==> config.mk <==
export PLATFORM = sky130hd
export DESIGN_NAME = vec_seq
export DESIGN_NICKNAME = d
export VERILOG_FILES = /design/src/rtl/gate_check_pkg.sv /design/src/rtl/gate_vector_checker_vec_seq.sv
export SDC_FILE = /design/constraint.sdc
export NUM_CORES = 1
export LEC_CHECK = 0
export CAP_MARGIN = 10
export CORE_ASPECT_RATIO = 1.1
export CORE_MARGIN = 2
export CORE_UTILIZATION = 57
export CTS_CLUSTER_DIAMETER = 100
export CTS_CLUSTER_SIZE = 8
export DETAILED_ROUTE_END_ITERATION = 16
export PLACE_DENSITY = 0.85
export SYNTH_ARGS = -nofsm -noshare
export SYNTH_HDL_FRONTEND = slang
export SYNTH_SLANG_ARGS = --single-unit
==> constraint.sdc <==
create_clock -name clk -period 3.4 [get_ports clk]
set_input_delay 0.51 -clock clk [delete_from_list [all_inputs] [get_ports clk]]
set_output_delay 0.51 -clock clk [all_outputs]
set_load 0.005 [all_outputs]
Port wiring:
Bar = 10 µm.
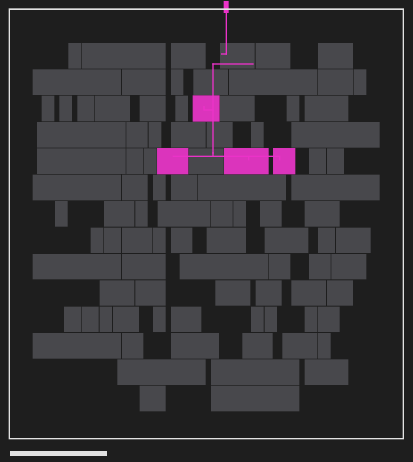
[`sample`] magenta | bits: 1 | direction: input | edge: top | end cells: 4 | wire: 31.3 µm
port bufs: 9
io pins: 10

M1 wires:
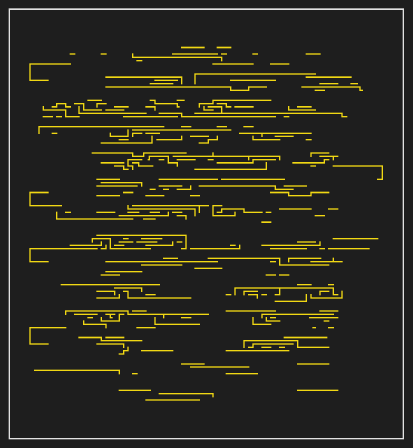
wire length on this layer: 751 µm
nets with wire on the layer: 94
longest straight run: 15.2 µm
main direction: horizontal
share of all routed wire: 44%
Post-Route WL: 1.72 mm
routed via count: 631
met1 usage: 25.2%

Routed clock nets over the placement:
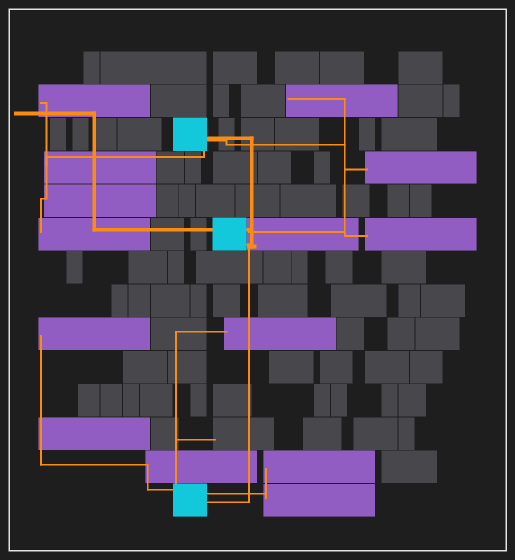
[flip-flops] purple | count: 14
[clock wires] orange | length: 194 µm
[cells driving clock nets] cyan | count: 3
routed clock nets: 4
Worst-Skew Late Latency: 0.29 ns
final setup skew: 0.00882 ns

Sequential cells colored by netlist name:
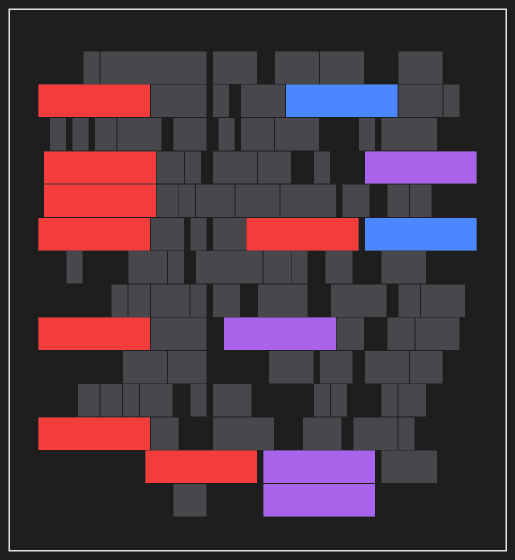
[`pass_cnt`] red | placed flops: 8
[`settle_cnt`] purple | placed flops: 4
[`vec_idx`] blue | placed flops: 2
Final Core Density: 71.6%
Reg area: 350 µm²
Seq. pwr: 0.174 mW
flop share of the area: 35.8%

==> results.yml <==
# physical design summary
yosys:
  ys_sh_xor_pct: 4.19
  yosysMostFrequentCell: "dfrtp_1"
  largest_area_cell: "dfrtp_1"
  synth_flops: 14
  synthCells: 83
  ys_types: 33
  ys_seq_share_pct: 41.9
  syn_avg_cell_area_um2: 10.1
  edf_count: 0
grt:
  grt_use_met2_pct: 37.8
  antenna_found_initial: 0
  grt_pass1_vias: 631
sta:
  finalCriticalPeriod_ns: 2.55
  setup_viol: 0
  tightest_slew_ns: 0.532
  setup_ws_ns: 0.850
  slew_viol_final: 0
  fin_hold_ws_ns: 0.522
cts:
  clock_sinks: 14
  cts_buffer_depth: 2
  numCtsBuffers: 3
  cts_tree: "built"
  ctsResizeCount: 0
  post_cts_buffers: 0
finish:
  layout.comb_gates.multi_input: 60
  final_cell_mix: "dfrtp_1 (14), nor2_1 (11), clkdlybuf4s50_1 (9)"
  buffers: 9
  flops: 14
  largest_reg_flops: 8
  buffer_area_share_pct: 9.21
  final_layout_size_suffix_gt1_share_pct: 14.7
  design_area_um2: 978
  diodes: 0
  layout.cells.most_common: "dfrtp_1"
  dominant-cell-class: "multi-input combinational cells"
  layout.nets: 106
power_and_ir_drop:
  p_comb_mw: 0.0345
  peakVddDrop_uv: 235
  p_leak_nw: 0.424
  combPwrFrac_pct: 10.5
  power_mw: 0.330
  clockPowerShare_pct: 36.9
  p_sw_share_pct: 23.3
setup_path:
  crit_arrival_ns: 2.04
  path_cells: "inv_1, ha_1, nor4b_4, and2_2, clkdlybuf4s50_1"
  start_kind: "flop"
  cp_max_fo: 6
  cp-end-kind: "primary output"
  crit_slowest_cell: "clkdlybuf4s50_1"
placement:
  placedCellCount: 107
  place_ws_ns: 1.20
  hpwl_mm: 1.28
  post_dp_cell_area_um2: 942
  routabilityCongestion: 0.791
run_status:
  status: "finished, final reports clean"
detailed_routing:
  viasPerCell: 5.68
  wl_per_cell_um: 15.5
  met1_length_um: 750
  routed.top_layer: "met4"
  final_antenna_net_count: 0
  remaining_drc_errors: 0
  route.met2.wl_um: 894
  drt_iter0_markers: 30
floorplan:
  die_w_um: 40.5
  taps: 16
  die_h_um: 44.2
min_path:
  worstHoldPathCells: 1
run:
  tool_warnings: 28
No activity file was given, so power comes from the tool's default toggle rates.
